File: src/rtl/fetch_unit.sv
// Instruction fetch stage: owns the PC, issues one word read per cycle and
// queues {instr, pc} pairs for decode; a redirect flushes everything in flight.
module fetch_unit #(
    parameter int                      ADDRESS_SIZE  = 32,
    parameter int                      DATA_SIZE     = 32,
    parameter logic [ADDRESS_SIZE-1:0] START_ADDRESS = 32'h80020000,
    parameter logic [DATA_SIZE-1:0]    NOP           = 32'h00000000,
    parameter int                      FIFO_DEPTH    = 2
) (
    input  logic                    clk,
    input  logic                    rst_n,
    output logic [ADDRESS_SIZE-1:0] mem_addr,
    output logic                    mem_enable,
    output logic                    mem_wren,
    output logic [1:0]              mem_acc_size,
    output logic                    mem_byteOnly,
    input  logic [DATA_SIZE-1:0]    mem_d_out,
    input  logic                    mem_busy,
    input  logic                    redirect_valid,
    input  logic [ADDRESS_SIZE-1:0] redirect_pc,
    output logic                    if_valid,
    input  logic                    if_ready,
    output logic [DATA_SIZE-1:0]    if_instr,
    output logic [ADDRESS_SIZE-1:0] if_pc
);
    localparam int PTR_W = (FIFO_DEPTH > 1) ? $clog2(FIFO_DEPTH) : 1;
    localparam int CNT_W = $clog2(FIFO_DEPTH + 1);
    localparam int OCC_W = CNT_W + 1;
    localparam logic [OCC_W-1:0] DEPTH_L = OCC_W'(FIFO_DEPTH);

    typedef struct packed {
        logic [DATA_SIZE-1:0]    instr;
        logic [ADDRESS_SIZE-1:0] pc;
    } entry_t;

    logic [ADDRESS_SIZE-1:0] pc;
    logic [ADDRESS_SIZE-1:0] pend_pc;
    logic                    pending;
    logic [CNT_W-1:0]        count;
    logic [PTR_W-1:0]        rd_ptr;
    logic [PTR_W-1:0]        wr_ptr;
    entry_t                  fifo [FIFO_DEPTH];

    logic             pop;
    logic             push;
    logic             issue;
    logic [OCC_W-1:0] occ;

    // Occupancy counts the in-flight word so a pending response always has a slot.
    always_comb begin
        pop   = if_valid & if_ready & ~redirect_valid;
        push  = pending & ~redirect_valid;
        occ   = OCC_W'(count) + OCC_W'(pending) - OCC_W'(pop);
        issue = rst_n & ~redirect_valid & ~mem_busy & (occ < DEPTH_L);
    end

    assign mem_enable   = issue;
    assign mem_addr     = pc;
    assign mem_wren     = 1'b0;
    assign mem_acc_size = 2'b00;
    assign mem_byteOnly = 1'b0;

    assign if_valid = (count != '0);
    assign if_instr = if_valid ? fifo[rd_ptr].instr : NOP;
    assign if_pc    = if_valid ? fifo[rd_ptr].pc    : '0;

    always_ff @(posedge clk or negedge rst_n) begin
        if (!rst_n) begin
            pc      <= START_ADDRESS;
            pend_pc <= '0;
            pending <= 1'b0;
            count   <= '0;
            rd_ptr  <= '0;
            wr_ptr  <= '0;
        end else if (redirect_valid) begin
            pc      <= redirect_pc & ~ADDRESS_SIZE'(3);
            pending <= 1'b0;
            count   <= '0;
            rd_ptr  <= '0;
            wr_ptr  <= '0;
        end else begin
            pending <= issue;
            if (issue) begin
                pc      <= pc + ADDRESS_SIZE'(4);
                pend_pc <= pc;
            end
            if (push) wr_ptr <= wr_ptr + 1'b1;
            if (pop)  rd_ptr <= rd_ptr + 1'b1;
            count <= count + CNT_W'(push) - CNT_W'(pop);
        end
    end

    // Storage needs no reset: entries are only visible while count is nonzero.
    always_ff @(posedge clk) begin
        if (push) fifo[wr_ptr] <= '{instr: mem_d_out, pc: pend_pc};
    end
endmodule

File: config.mk
export PLATFORM = sky130hd
export DESIGN_NAME = fetch_unit
export DESIGN_NICKNAME = d
export VERILOG_FILES = /design/src/rtl/fetch_unit.sv
export SDC_FILE = /design/constraint.sdc
export NUM_CORES = 1
export LEC_CHECK = 0
export CELL_PAD_IN_SITES_DETAIL_PLACEMENT = 1
export CELL_PAD_IN_SITES_GLOBAL_PLACEMENT = 1
export CORE_UTILIZATION = 37
export CTS_CLUSTER_SIZE = 10
export DETAILED_ROUTE_END_ITERATION = 8
export PLACE_DENSITY_LB_ADDON = 0.1
export REMOVE_ABC_BUFFERS = 1
export SLEW_MARGIN = 0
export SYNTH_ARGS = -nofsm -noshare
export SYNTH_HDL_FRONTEND = slang
export SYNTH_SLANG_ARGS = --single-unit
File: constraint.sdc
create_clock -name clk -period 4.3 [get_ports clk]
set_clock_uncertainty 0.1 [all_clocks]
set_input_delay 0.86 -clock clk [delete_from_list [all_inputs] [get_ports clk]]
set_output_delay 0.86 -clock clk [all_outputs]
set_load 0.02 [all_outputs]
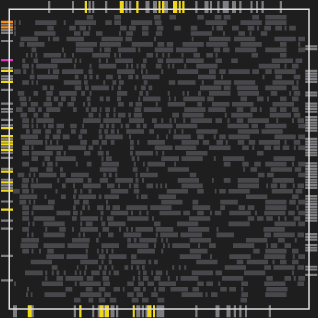
run_1/pins.png
(2 px per um) Pins as bars across the die edge, other pins in gray.
legend:
  mem_acc_size:
    color: orange
    pins: 2
    direction: output
    edge: left
  mem_addr:
    color: yellow
    pins: 32
    direction: output
    edge: 11 bottom, 11 left, 10 top
  mem_enable:
    color: magenta
    pins: 1
    direction: output
    edge: left
all pins by edge: 55 right, 40 left, 38 top, 38 bottom

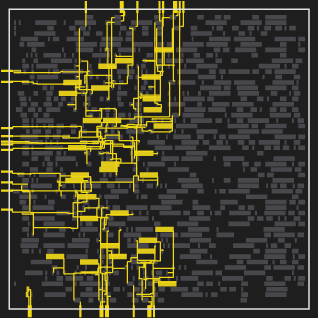
run_1/port_nets.png
(2 px per um)
legend:
  mem_addr:
    color: yellow
    bits: 32
    direction: output
    end_cells: 32
    buffers: 30
    wire: 2,360 um

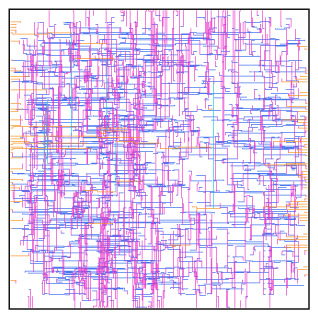
run_1/metal_stack.png
(2 px per um)
legend:
  met1:
    color: blue
    wire_length: 8,920 um
  met4:
    color: cyan
    wire_length: 235 um
  met2:
    color: magenta
    wire_length: 9,970 um
  met3:
    color: orange
    wire_length: 847 um

run 1: routing by layer:
metal	share of wire	vias to the layer above	GRT usage
met2	0.50	129	0.3177
met5	0	-	0
met4	0.012	0	0.06071
met1	0.45	2760	0.2359
li1	-	2601	-
met3	0.042	14	0.03639
run 1: cell type report:
class                           count  area, um2  share of cell area
Clock buffer                       17      425.4             0.04053
Multi-Input combinational cell    420       2497              0.2380
Timing Repair Buffer              174       1707              0.1626
Tap cell                          275      344.1             0.03278
Inverter                            8      30.03            0.002861
Antenna cell                        1      2.502           0.0002384
Sequential cell                   189       5356              0.5104
Clock inverter                     15      132.6             0.01264
run 1: metrics by stage:
stage	TNS, ps	hold slack (ps)	util
3_5_place_dp	-814.0	359.9	0.4699
2_1_floorplan	-125640	341.9	-
3_3_place_gp	-138.0	349.4	0.4699
5_1_grt	0	382.1	0.4961
6_report	0	368.3	0.4961
4_1_cts	0	369.6	0.4962
run 1: cells by family (layout without fill, tap and decap cells):
group / Yosys count / in the layout / synth area share
and+or+nand+nor: 283 / 283 / 0.1623
DFF: 189 / 189 / 0.6683
muxes: 67 / 67 / 0.08374
AOI/OAI and AO/OA: 49 / 49 / 0.04171
buffers and inverters: 47 / 214 / 0.02593
xor gates and xnor gates: 8 / 8 / 0.008748
adders and majority gates: 5 / 5 / 0.008749
other: 1 / 9 / 0.0004682
run 1: worst max path at each step:
stage	from	endpoint	slack (ps)
after detailed placement	if_ready	mem_enable	-220
after floorplan	count[1]	mem_addr[8]	-2520
after CTS	if_ready	mem_enable	30
final	if_ready	mem_enable	200
after global placement	if_ready	mem_enable	-140
after global routing	if_ready	mem_addr[8]	50
run 1: sequential cells by signal, indices dropped and copies added, names as in the netlist:
name and flops:
fifo 124, mem_addr 30, pending 1, count 2, rd_ptr 1, wr_ptr 1, pend_pc 30
==> results.toml, run 1 <==
# synthesis and place-and-route metrics
[global_routing]
grt_overflow_total = 0

[worst_setup_path]
startpoint_type = "primary input"
worstPathMaxFanout = 2
setup.worst_path.end_class = "output pin"
ff2ff_path_depth = 15
worstPathArrival_ps = 3140
worstReg2RegEnd = "mem_addr[8]"
max_stage_delay_ps = 500

[pwr]
netSwitchingPower_mw = 1.178
pwr_density_cell_nw_per_um2 = 418.4
combinationalPower_uw = 640
seq_cell_power_mw = 2.25

[detailed_routing]
final_wl_um = 19970
drt_pass1_iterations = 4

[clock_network]
clock.latency.late_pin_ps = 430
clkSlewWorstSetupHoldPaths_ps = 70
tritoncts_clock_tree = "built"
ctsHoldBuffers = 0
clockRootBuffer = "sky130_fd_sc_hd__clkbuf_16"

[logic_synthesis]
ys_seq_elements = 189
top_cells_by_count_synth = "sky130_fd_sc_hd__nand2_1, sky130_fd_sc_hd__edfxtp_1, sky130_fd_sc_hd__nor2_1"
synthDominantCellAreaShare = 0.4649
synthArstFlopShare = 0.3439
synthCells = 649
topCellsByArea = "sky130_fd_sc_hd__edfxtp_1, sky130_fd_sc_hd__dfrtp_1, sky130_fd_sc_hd__mux2i_1"

[layout]
nets = 884
fill_cells = 2224

[final_timing]
post-route-period-util = 0.9546
worst_slew_margin_rel = 0.3759
fmaxAchievable_ghz = 0.2436
setup_viol_count_final = 0
rsz0062_at_grt = "false"

[placed_design]
finalWeightedCongestion = 0.7724
placed_cell_area_um2 = 9940

[status]
run_status = "complete, no violations"

[job]
max_cap_violations = 0
--- run 2 (diff from run 1) ---
- CORE_ASPECT_RATIO: not set -> 1.1
==> run 2 against run 1 <==
Effect of this change:
- critical endpoint unchanged
- synthesized cell count unchanged
- critical path depth is the same
- sequential power about the same
- non-clock buffer count up 3
- global-route usage rose by 0.70 points
- cell count grew 1.5%
- wire length increased by 1.4%
- die size is essentially flat
==> results.toml, run 2 <==
# synthesis and place-and-route metrics
[clock_network]
clockRootBuffer = "sky130_fd_sc_hd__clkbuf_16"
cts_max_path_buffers = 2
tritoncts_clock_tree = "built"
clock_sink_count = 189
clock.latency.late_pin_ps = 430
clkSlewWorstSetupHoldPaths_ps = 70

[status]
run_status = "complete, no violations"

[logic_synthesis]
area_share_of_xor_xnor_cells_in_the_synthesized_design = 0.008749
synth.avg_cell_area_um2 = 12.34
synthArstFlopShare = 0.3439
synthDominantCellAreaShare = 0.4649
synth_simple_gate_area_share = 0.1623
topCellsByArea = "sky130_fd_sc_hd__edfxtp_1, sky130_fd_sc_hd__dfrtp_1, sky130_fd_sc_hd__mux2i_1"
synth.area.mux_share = 0.08374
synth.cellmix.adderShare = 0.008749
synth_cell_type_count = 50
complex_gate_fraction_of_the_synthesized_area = 0.04171
ys_seq_elements = 189
edff_count_synth = 124
ys_seq_share = 0.6683
top_cells_by_count_synth = "sky130_fd_sc_hd__nand2_1, sky130_fd_sc_hd__edfxtp_1, sky130_fd_sc_hd__nor2_1"
yosys_area_um2 = 8009
flop_cell = "sky130_fd_sc_hd__edfxtp_1"
synthCells = 649
synthTopLogicFamily = "simple AND/OR/NAND/NOR gates"

[layout]
largest_register_ffs = 124
fin_area_um2 = 10590
drive_gt1_frac = 0.08232
antenna_cells = 0
synthToLayoutAreaGrowth_pct = 32.26
final_layout_top_logic_cell = "sky130_fd_sc_hd__clkdlybuf4s50_1"
nets = 887
largest_register = "fifo"

[die]
die_y_um = 156.3
coreArea_um2 = 21300
fp.dieArea_um2 = 22240

[job]
max_cap_violations = 0

[worst_setup_path]
ff2ff_path_depth = 14
setup.worst_path.end_class = "output pin"
worstPathMaxFanout = 2
critical_path_buf_inv_count = 3
startpoint_type = "primary input"
max_stage_delay_ps = 500
setup.reg_to_reg.worst_slack_ps = 540
worstReg2RegEnd = "mem_addr[22]"
worstPathArrival_ps = 3180

[final_timing]
fmaxAchievable_ghz = 0.2416
setup_viol_count_final = 0
worst_slew_margin_rel = 0.3983
timing.setup.tns_ps = 0
rsz0062_at_grt = "false"
finalCriticalPeriod_ps = 4138
post-route-period-util = 0.9624

[pwr]
power_leakage_nw = 3.938
max-vdd-ir-drop_mv = 0.2770
pwr_density_cell_nw_per_um2 = 426.2

[detailed_routing]
routed-via-count = 5559
post-route-drc-count = 0
drt_pass1_iterations = 4
final_wl_um = 20260
first_iter_violations = 209
wl_per_cell_um = 18.15

[placed_design]
placed_cell_area_um2 = 9981
dpl.hpwl_um = 13040
finalWeightedCongestion = 0.7788
port_buffers = 160

[global_routing]
grt_first_pass_wirelength_um = 32420
grt_overflow_total = 0
grt_antenna_before_repair = 0

[hold_path]
worst_hold_path.num_cells = 0
whs_endpoint = "fifo[1][18]"
==> run 2: cell counts after synthesis <==
Identical to the previous run, type by type.
==> run 2: what timing repair did <==
action                     4_1_cts  5_1_grt
setup endpoints to repair        1        1
resized                          2        1
hold buffers                     0        0
==> run 2: metrics by stage <==
| step | std cells | total power [mW] | hold slack (ps) | utilization | setup WS [ps] |
|---|---|---|---|---|---|
| 5_1_grt | 1116 | 4.715 | 387.2 | 0.4973 | 22.81 |
| 4_1_cts | 1116 | 4.577 | 374.4 | 0.4975 | 18.09 |
| 3_5_place_dp | 1084 | 2.940 | 357.1 | 0.4686 | -269.3 |
| 6_report | 1116 | 4.514 | 369.1 | 0.4973 | 161.6 |
| 3_3_place_gp | 1084 | 2.905 | 350.8 | 0.4686 | -128.5 |
| 2_1_floorplan | 617 | 2.581 | 341.9 | - | -2517 |
==> run 2: area by class of cell <==
class	count	area, um2
clock buffer	17	425.4
multi-input combinational	420	2497
clock inverter	15	191.4
timing repair buffer	177	1729
sequential	189	5356
inverter	8	30.03
fill	2274	10710
tap	290	362.8
==> run 2: worst max path at each step <==
stage	cells after the start	slack (ps)	to	startpoint
3_5_place_dp	10	-270	mem_enable	if_ready
2_1_floorplan	13	-2520	mem_addr[8]	count[1]
5_1_grt	10	20	mem_enable	if_ready
3_3_place_gp	10	-130	mem_enable	if_ready
6_report	10	160	mem_enable	if_ready
4_1_cts	10	20	mem_enable	if_ready
==> run 2: layer usage <==
layer,vias to the layer above,wire length (um),global-route usage
li1,2608,-,-
met2,139,10180,0.3345
met5,-,0,0
met1,2788,8666,0.2322
met3,24,987,0.04468
met4,0,427,0.07220
==> run 2: power breakdown <==
group	switching, mW	internal, mW	leakage [nW]
sequential	0.136	2.11	1.94
clock	0.780	0.844	0.298
combinational	0.347	0.293	1.70
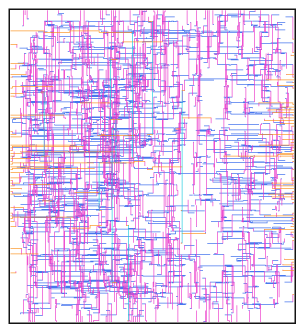
run_2/metal_stack.png
(2 px per um)
legend:
  met2:
    color: magenta
    wire_length: 10,200 um
  met3:
    color: orange
    wire_length: 988 um
  met4:
    color: cyan
    wire_length: 427 um
  met1:
    color: blue
    wire_length: 8,670 um

No activity file was given, so power comes from the tool's default toggle rates.
